## src/rtl/seg7_scan_decoder.sv

```systemverilog
// -----------------------------------------------------------------------------
// seg7_scan_decoder
//
// Recovers BCD digits from a multiplexed, active-high 7-segment display bus.
// Each {seg, dig_en} sample must be one-hot on dig_en and must repeat for
// STABLE_CNT consecutive clock edges before it is accepted. Once accepted, the
// pattern is decoded back to BCD and committed into that digit's slot.
//
// Parameters
//   DIGITS      number of scanned digit positions (1..8)
//   STABLE_CNT  consecutive identical samples required for a commit (2..255)
//
// Ports
//   clk      system clock, rising edge
//   rst      synchronous active-high reset
//   seg      segment lines, bit0=a .. bit6=g, active-high
//   dig_en   digit select, must be one-hot to count as a sample
//   bcd_out  decoded digits, digit i in [4i+3:4i]; 4'hF when not a digit
//   valid    digit i holds a legal value 0..9
//   blank    digit i last committed an all-off pattern
//   update   one-cycle pulse after every commit
//   err      one-cycle pulse after a commit of an illegal pattern
// -----------------------------------------------------------------------------

// -----------------------------------------------------------------------------
// seg7_digit_slot
//
// Holds the committed state of one digit position. It loads only when the
// top-level commit selects this position.
//
// Ports
//   clk, rst   clock and synchronous active-high reset
//   we_i       load strobe for this position
//   bcd_i      decoded value to store (4'hF for blank or illegal)
//   valid_i    stored pattern was a legal digit
//   blank_i    stored pattern was all segments off
//   bcd_o      stored value
//   valid_o    stored valid flag
//   blank_o    stored blank flag
// -----------------------------------------------------------------------------
module seg7_digit_slot (
   input  logic       clk,
   input  logic       rst,
   input  logic       we_i,
   input  logic [3:0] bcd_i,
   input  logic       valid_i,
   input  logic       blank_i,
   output logic [3:0] bcd_o,
   output logic       valid_o,
   output logic       blank_o
);

   logic [3:0] bcd_q;
   logic       valid_q;
   logic       blank_q;

   always_ff @(posedge clk) begin
      if (rst) begin
         bcd_q   <= 4'hF;
         valid_q <= 1'b0;
         blank_q <= 1'b0;
      end else if (we_i) begin
         bcd_q   <= bcd_i;
         valid_q <= valid_i;
         blank_q <= blank_i;
      end
   end

   assign bcd_o   = bcd_q;
   assign valid_o = valid_q;
   assign blank_o = blank_q;

endmodule

module seg7_scan_decoder #(
   parameter int DIGITS     = 4,
   parameter int STABLE_CNT = 4
) (
   input  logic                  clk,
   input  logic                  rst,
   input  logic [6:0]            seg,
   input  logic [DIGITS-1:0]     dig_en,
   output logic [4*DIGITS-1:0]   bcd_out,
   output logic [DIGITS-1:0]     valid,
   output logic [DIGITS-1:0]     blank,
   output logic                  update,
   output logic                  err
);

   localparam int              CW      = $clog2(STABLE_CNT + 1);
   localparam logic [CW-1:0]   CNT_MAX = CW'(STABLE_CNT);
   localparam logic [CW-1:0]   CNT_ONE = CW'(1);

   // ---------------------------------------------------------------------------
   // Sample register and run counter
   // ---------------------------------------------------------------------------
   logic [6:0]        seg_q;
   logic [DIGITS-1:0] en_q;
   logic [CW-1:0]     cnt_q, cnt_d;

   logic one_hot;
   logic same;
   logic commit;

   assign one_hot = $onehot(dig_en);
   assign same    = (seg == seg_q) && (dig_en == en_q);

   // cnt_q == 0 means "no run in progress", so a sample that happens to match
   // the held register right after reset or a non-one-hot gap still starts a
   // fresh run at 1 instead of continuing a discarded one.
   always_comb begin
      cnt_d = '0;
      if (!one_hot) begin
         cnt_d = '0;
      end else if (same && (cnt_q != '0)) begin
         cnt_d = (cnt_q == CNT_MAX) ? CNT_MAX : cnt_q + CNT_ONE;
      end else begin
         cnt_d = CNT_ONE;
      end
   end

   // Commit only on the edge that reaches CNT_MAX; a saturated run stays put
   // and therefore cannot commit twice.
   assign commit = one_hot && (cnt_d == CNT_MAX) && (cnt_q != CNT_MAX);

   always_ff @(posedge clk) begin
      if (rst) begin
         seg_q <= '0;
         en_q  <= '0;
         cnt_q <= '0;
      end else begin
         seg_q <= seg;
         en_q  <= dig_en;
         cnt_q <= cnt_d;
      end
   end

   // ---------------------------------------------------------------------------
   // Pattern decode (inverse of the BCD-to-7-segment encoder)
   // ---------------------------------------------------------------------------
   logic [3:0] dec_val;
   logic       dec_legal;
   logic       dec_blank;
   logic       dec_err;

   always_comb begin
      dec_val   = 4'hF;
      dec_legal = 1'b1;
      case (seg)
         7'b0111111: dec_val = 4'd0;
         7'b0000110: dec_val = 4'd1;
         7'b1011011: dec_val = 4'd2;
         7'b1001111: dec_val = 4'd3;
         7'b1100110: dec_val = 4'd4;
         7'b1101101: dec_val = 4'd5;
         7'b1111101: dec_val = 4'd6;
         7'b0000111: dec_val = 4'd7;
         7'b1111111: dec_val = 4'd8;
         7'b1101111: dec_val = 4'd9;
         default: begin
            dec_val   = 4'hF;
            dec_legal = 1'b0;
         end
      endcase
   end

   assign dec_blank = (seg == 7'b0000000);
   assign dec_err   = !dec_legal && !dec_blank;

   // ---------------------------------------------------------------------------
   // Per-digit slots; the one-hot select doubles as the write-enable vector
   // ---------------------------------------------------------------------------
   for (genvar g = 0; g < DIGITS; g++) begin : g_slot
      seg7_digit_slot u_slot (
         .clk     (clk),
         .rst     (rst),
         .we_i    (commit && dig_en[g]),
         .bcd_i   (dec_val),
         .valid_i (dec_legal),
         .blank_i (dec_blank),
         .bcd_o   (bcd_out[4*g +: 4]),
         .valid_o (valid[g]),
         .blank_o (blank[g])
      );
   end

   // ---------------------------------------------------------------------------
   // Event pulses
   // ---------------------------------------------------------------------------
   logic update_q, update_d;
   logic err_q, err_d;

   assign update_d = commit;
   assign err_d    = commit && dec_err;

   always_ff @(posedge clk) begin
      if (rst) begin
         update_q <= 1'b0;
         err_q    <= 1'b0;
      end else begin
         update_q <= update_d;
         err_q    <= err_d;
      end
   end

   assign update = update_q;
   assign err    = err_q;

endmodule

```

## config.mk

```make
export PLATFORM = sky130hd
export DESIGN_NAME = seg7_scan_decoder
export DESIGN_NICKNAME = d
export VERILOG_FILES = /design/src/rtl/seg7_scan_decoder.sv
export SDC_FILE = /design/constraint.sdc
export NUM_CORES = 1
export LEC_CHECK = 0
export CORE_AREA = 8 8 83 78
export CTS_CLUSTER_DIAMETER = 200
export DETAILED_ROUTE_END_ITERATION = 10
export DIE_AREA = 0 0 91 86
export PLACE_DENSITY = 0.62
export SLEW_MARGIN = 20
export SYNTH_ARGS = -nofsm -noshare
export SYNTH_HDL_FRONTEND = slang
export SYNTH_SLANG_ARGS = --single-unit
```

## constraint.sdc

```tcl
create_clock -name clk -period 4.3 [get_ports clk]
set_input_delay 0.43 -clock clk [delete_from_list [all_inputs] [get_ports clk]]
set_output_delay 0.43 -clock clk [all_outputs]
set_load 0.05 [all_outputs]
```

Figure 1. Sequential cells coloured by netlist name (run 1).
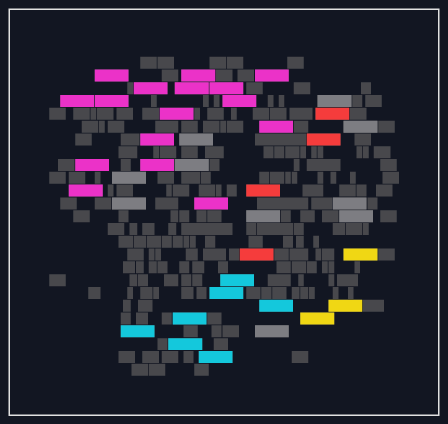
red -> `en_q`  # placed flops 4
magenta -> `g_slot.u_slot.bcd_o`  # placed flops 16
yellow -> `cnt_q`  # placed flops 3
cyan -> `seg_q`  # placed flops 7, where bottom centre
not coloured = 10

Figure 2. Clock nets (run 1).
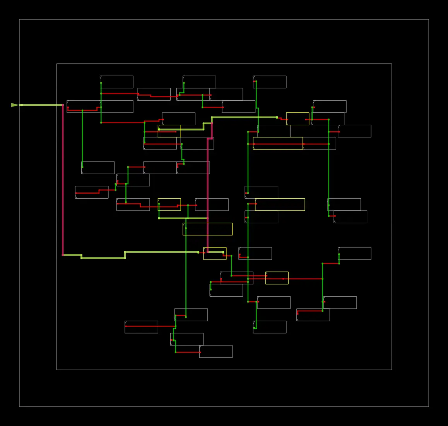
clock sink count: 40
clk pwr: 0.000427 W
Layout clock buffers: 5
clock tree skew after final layout: 0.00846 ns
CTS buffer count: 5

Figure 3. Routed metal per tile (run 1).
The die is cut into 18 by 17 equal tiles; dark blue is low, red is high, scaled to the fullest tile. Values are wire area over tile area, all layers added.
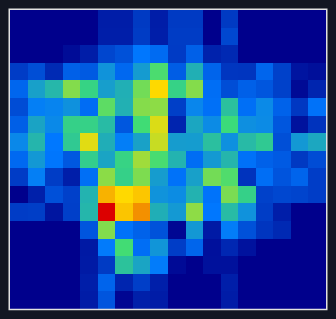
nearly empty tiles = 28%
tiles over half the peak = 9.2%
densest ninth of the die = centre

==> notes.org, run 1 <==
#+TITLE: Implementation results

** Route
- The first detailed-routing pass took 4 iterations.
- Per the post-route antenna check, the number of violating nets is 0.
- In the routed design, unresolved DRC markers number 0.

** Job
- The tool flagged a number of max-cap violations equal to 0.

** Worst setup path
- Per the post-run analysis, buffers plus inverters along the critical path come to 3.
- Critical path class :: primary input to register
- The report puts the cell count of the worst reg-to-reg path at 7.
- Per STA, the worst path accumulates the most delay in the family adder cells.
- Worst-case register-to-register setup slack :: 1.84 ns
- In this run the worst path has a maximum fanout of 6.
- Critical path startpoint :: dig_en[0]
- Critical path's largest stage delay :: 0.56 ns

** Run status
- Result of the run :: finished, final reports clean

** Layout
- Area of the multi-input gates :: approximately 1000 µm²
- Per the run report, area growth between synthesis and finish was 27.6%.
- Antenna diode instance count :: 0
- Nets :: between 200 and 300

** Synth
- Synthesis-stage register bit count :: 40
- Yosys reports a chip area of around 1900 µm².
- Yosys cell count :: 209
- Unique masters post-synth :: 36
- Before any placement, the netlist area is recorded as 1940 µm².
- Synth logic family :: simple AND/OR/NAND/NOR gates
- Sequential elements use 41.3% of the synthesized area.
- Counting the warning lines in the Yosys log gives 0.

** Die
- FP Rows :: 25
- Floorplan die area :: 7830 µm²
- For this design the top-level I/O count stands at 39.
- Core utilization at floorplan :: 38.2%

** Worst hold path
- Hold analysis lists the worst path endpoint as g_slot[1].u_slot.blank_o.

** STA
- The flow reports an fmax of 273 MHz.
- Minimum clock period after layout :: 3.66 ns

** Global route
- Met1 demand-to-capacity share in global routing :: about 15%
- The total overflow left after global routing is 0.
- The global routing report lists met3 layer usage as 4.62%.

** Placed design
- Buffers placed on the I/O ports in this run total 38.
- Detailed placement finished with a half-perimeter wire length of approximately 3200 µm.

** Clock tree
- The report lists the number of cells resized after CTS as 0.
- Hold-fix buffers, CTS :: 0
- After clock tree synthesis, the setup repair step added 0 buffers.

** Power and ir drop
- Total Power :: 0.000876 W
run 1: worst register-to-register path, stage by stage, from the launching register on:
cell                       delay (ns)
sky130_fd_sc_hd__dfxtp_1         0.34
sky130_fd_sc_hd__inv_1           0.07
sky130_fd_sc_hd__ha_1            0.23
sky130_fd_sc_hd__or3b_1          0.38
sky130_fd_sc_hd__a2111o_1        0.42
sky130_fd_sc_hd__nor4_4          0.35
sky130_fd_sc_hd__nand2_2         0.22
sky130_fd_sc_hd__mux2_1          0.35
run 1: state kept, by name, indices dropped and copies added, names as in the netlist:
register / cells
en_q: 4
g_slot.u_slot.valid_o: 4
seg_q: 7
g_slot.u_slot.blank_o: 4
g_slot.u_slot.bcd_o: 16
cnt_q: 3
update: 1
err: 1
run 1: power breakdown:
part | switching [W] | leakage (nW) | internal [W]
sequential | 0.00000286 | 0.326 | 0.000377
clock | 0.000137 | 0.0784 | 0.000290
combinational | 0.0000375 | 0.635 | 0.0000315
total | 0.000177 | 1.04 | 0.000698
run 1: cells by family after synthesis:
family                     after synthesis
AOI/OAI and AO/OA                       12
adders and majority gates                5
and+or+nand+nor                         89
xor gates and xnor gates                12
DFF                                     40
buffers and inverters                   27
muxes                                   24
run 1: synth_stat cells (all sizes together):
master / instances
a2111o: 1
a211oi: 3
a21boi: 1
a21oi: 2
buf: 10
clkbuf: 9
dfxtp: 40
fa: 1
ha: 4
inv: 8
mux2: 4
mux2i: 20
nand2: 14
nand2b: 7
nand3: 2
nand3b: 3
nand4: 4
nand4b: 1
nor2: 26
nor2b: 14
nor3: 4
nor4: 4
nor4b: 2
o2111ai: 1
o21ai: 2
o21bai: 1
o22ai: 1
or3: 3
or3b: 3
or4: 1
or4b: 1
xnor2: 12
run 1: cell type report:
type	instances	share of cell area (%)
multi-input cells	142	40.6
well taps	67	3.39
clock buffers	5	2.78
repair buffers	40	16.0
clock inverters	3	3.65
inverters	8	1.22
flip-flops and latches	40	32.4
run 1: cells in the final DEF, fill, tap and decap left out, types with 4 or more instances in the layout:
master / instances
sky130_fd_sc_hd__clkdlybuf4s50_1: 38
sky130_fd_sc_hd__xnor2_1: 12
sky130_fd_sc_hd__nand2b_1: 7
sky130_fd_sc_hd__clkbuf_8: 5
sky130_fd_sc_hd__ha_1: 4
sky130_fd_sc_hd__nor3_1: 4
sky130_fd_sc_hd__nand4_1: 4
sky130_fd_sc_hd__inv_1: 8
sky130_fd_sc_hd__nand2_2: 4
sky130_fd_sc_hd__nand2_1: 10
sky130_fd_sc_hd__nor2_1: 26
sky130_fd_sc_hd__mux2i_1: 20
sky130_fd_sc_hd__nor2b_1: 14
sky130_fd_sc_hd__mux2_1: 4
sky130_fd_sc_hd__dfxtp_1: 40
run 1: stage by stage:
step | utilization, % | instances | instance area, µm²
3_3_place_gp | 45.6 | 297 | 2310
4_1_cts | 48.8 | 305 | 2470
3_5_place_dp | 45.6 | 297 | 2310
5_1_grt | 48.8 | 305 | 2470
2_1_floorplan | - | 209 | 1940
6_report | 48.8 | 305 | 2470
run 1: per-layer routing:
metal  vias up  wire, µm
met3         5       275
met1       659      2050
met4         0        62
li1        750         -
met5         -         0
met2        36      1890
==> run 2, diff against run 1 <==
Settings changed: SETUP_SLACK_MARGIN set to 0.02.
Figure 4. Placed cells, one colour a class (run 2).
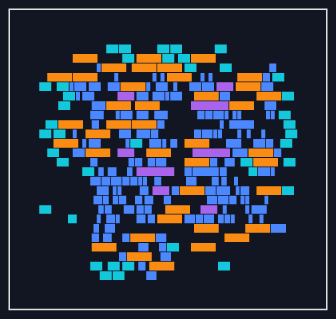
purple -> clock drivers and dummy loads  # cells 8, share of their area 6.7%
orange -> flip-flops  # cells 40, share of their area 34%
cyan -> other buffers and delay cells  # cells 40, share of their area 17%
blue -> all other logic  # cells 150, share of their area 43%

==> notes.org, run 2 <==
#+TITLE: Implementation results

** Layout
- The layout overhead on the synthesized area came to 27.6% (unchanged).
- The number of flip-flops under the largest register name was 16 (unchanged).
- Post-Layout Inst Area :: 2470 µm² (unchanged)
- Dominant logic cell type in the layout :: sky130_fd_sc_hd__dfxtp_1
- Most frequently placed logic cells in the final layout :: sky130_fd_sc_hd__dfxtp_1 (40), sky130_fd_sc_hd__clkdlybuf4s50_1 (38), sky130_fd_sc_hd__nor2_1 (26)
- The final layout net count is 255 (unchanged).
- The number of diodes is 0 (unchanged).

** Die
- FP Rows :: 25 (unchanged)
- The total I/O pin count is 39 (unchanged).
- The full die area came to 7830 µm² (unchanged).
- Core utilization at floorplan :: 38.2% (unchanged)

** STA
- The final critical path time including I/O delays and setup is 3.66 ns (unchanged).
- Peak Freq :: 273 MHz (unchanged)

** Synth
- Yosys cell count :: 209 (unchanged)
- Post-synth ARST share :: 0% (unchanged)
- The sequential cell area fraction in the yosys report is 41.3% (unchanged).
- In the synthesized netlist the dominant register cell turns out to be sky130_fd_sc_hd__dfxtp_1.
- Yosys instantiated no cell more often than sky130_fd_sc_hd__dfxtp_1.
- Flip-flops with a built-in enable :: 0 (unchanged)
- The post-synthesis cell type count came to 36 (unchanged).
- Synth warn :: 0 (unchanged)

** Clock tree
- Clock sink count :: 40 (unchanged)
- CTS buffer count :: 5 (unchanged)
- The post-cts gate resize count came to 0 (unchanged).
- The number of post-CTS setup repair buffers is 0 (unchanged).
- Hold-fix buffers, CTS :: 0 (unchanged)

** Power and ir drop
- Cell-internal power :: 0.000698 W (unchanged)
- The fraction of power consumed by combinational cells is 7.9% (about the same).
- Share of total power consumed by net switching :: 20.3% (unchanged)
- Power share of the clock group :: 48.8% (about the same)

** Placed design
- Detailed-placement wirelength estimate :: 3180 µm (unchanged)
- Port-buffer cells :: 38 (unchanged)
- The post-detailed-placement cell area is 2310 µm² (unchanged).

** Run status
- Result of the run :: finished, final reports clean

** Route
- 1st-pass router iterations :: 4 (unchanged)
- DRC violation count after routing :: 0 (unchanged)

** Global route
- Leftover overflow at the end of global routing :: 0 (unchanged)

** Worst setup path
- Crit path max fanout :: 6 (unchanged)
- The stage delay of the slowest cell on the critical path was 0.56 ns (about the same).
- By startpoint and endpoint, the worst setup path is classified as primary input to register.
[run 2: cell counts in the layout (fill, tap and decap cells not counted)]
Identical to the previous run, type by type.
[run 2: cells by family (layout without fill, tap and decap cells)]
| group | count (synthesis) | count (layout) | synth area share [%] |
|---|---|---|---|
| muxes | 24 | 24 | 12.7 |
| DFF | 40 | 40 | 41.3 |
| and+or+nand+nor | 89 | 89 | 25.7 |
| adders and majority gates | 5 | 5 | 3.62 |
| buffers and inverters | 27 | 56 | 6.91 |
| AOI/OAI and AO/OA | 12 | 12 | 4.33 |
| xor gates and xnor gates | 12 | 12 | 5.43 |
[run 2: through the flow]
step / total power, W / instances / util (%)
2_1_floorplan: 0.000434 / 209 / -
4_1_cts: 0.000885 / 305 / 48.8
6_report: 0.000876 / 305 / 48.8
3_5_place_dp: 0.000458 / 297 / 45.6
5_1_grt: 0.000909 / 305 / 48.8
3_3_place_gp: 0.000457 / 297 / 45.6
[run 2: layout make-up]
type                    instances  area [µm²]
clock buffers                   5        68.8
multi-input cells             142        1000
fillers                       503        2600
clock inverters                 3        90.1
flip-flops and latches         40         801
well taps                      67        83.8
inverters                       8        30.0
repair buffers                 40         395
[run 2: layer usage]
metal,part of all wire (%),GRT usage (%)
met2,44,18.1
met3,6.4,4.62
met5,0,0
met1,48,14.6
met4,1.4,4.46
[run 2: final timing paths]
path / start / endpoint / slack [ns] / cells past startpoint
setup / recovery: dig_en[0] / g_slot[1].u_slot.valid_o / 0.64 / 11
hold / removal: g_slot[1].u_slot.blank_o / g_slot[1].u_slot.blank_o / 0.48 / 2
setup reg to reg: cnt_q[0] / g_slot[1].u_slot.valid_o / 1.84 / 7
hold reg to reg: g_slot[1].u_slot.blank_o / g_slot[1].u_slot.blank_o / 0.48 / 2
[run 2: worst min-delay path, cell delays in order (launching register included)]
cell and delay, ns:
sky130_fd_sc_hd__dfxtp_1 0.31, sky130_fd_sc_hd__nand2b_1 0.06, sky130_fd_sc_hd__mux2i_1 0.06
[run 2: power by group through the flow]
| stage | sequential [W] | clock, W | combinational [W] |
|---|---|---|---|
| 6_report | 0.000379 | 0.000427 | 0.0000689 |
| 5_1_grt | 0.000380 | 0.000451 | 0.0000782 |
| 4_1_cts | 0.000380 | 0.000435 | 0.0000699 |
| 3_5_place_dp | 0.000388 | 0 | 0.0000698 |
| 3_3_place_gp | 0.000388 | 0 | 0.0000693 |
| 2_1_floorplan | 0.000388 | 0 | 0.0000463 |
Power is estimated from default activity; no workload was simulated.
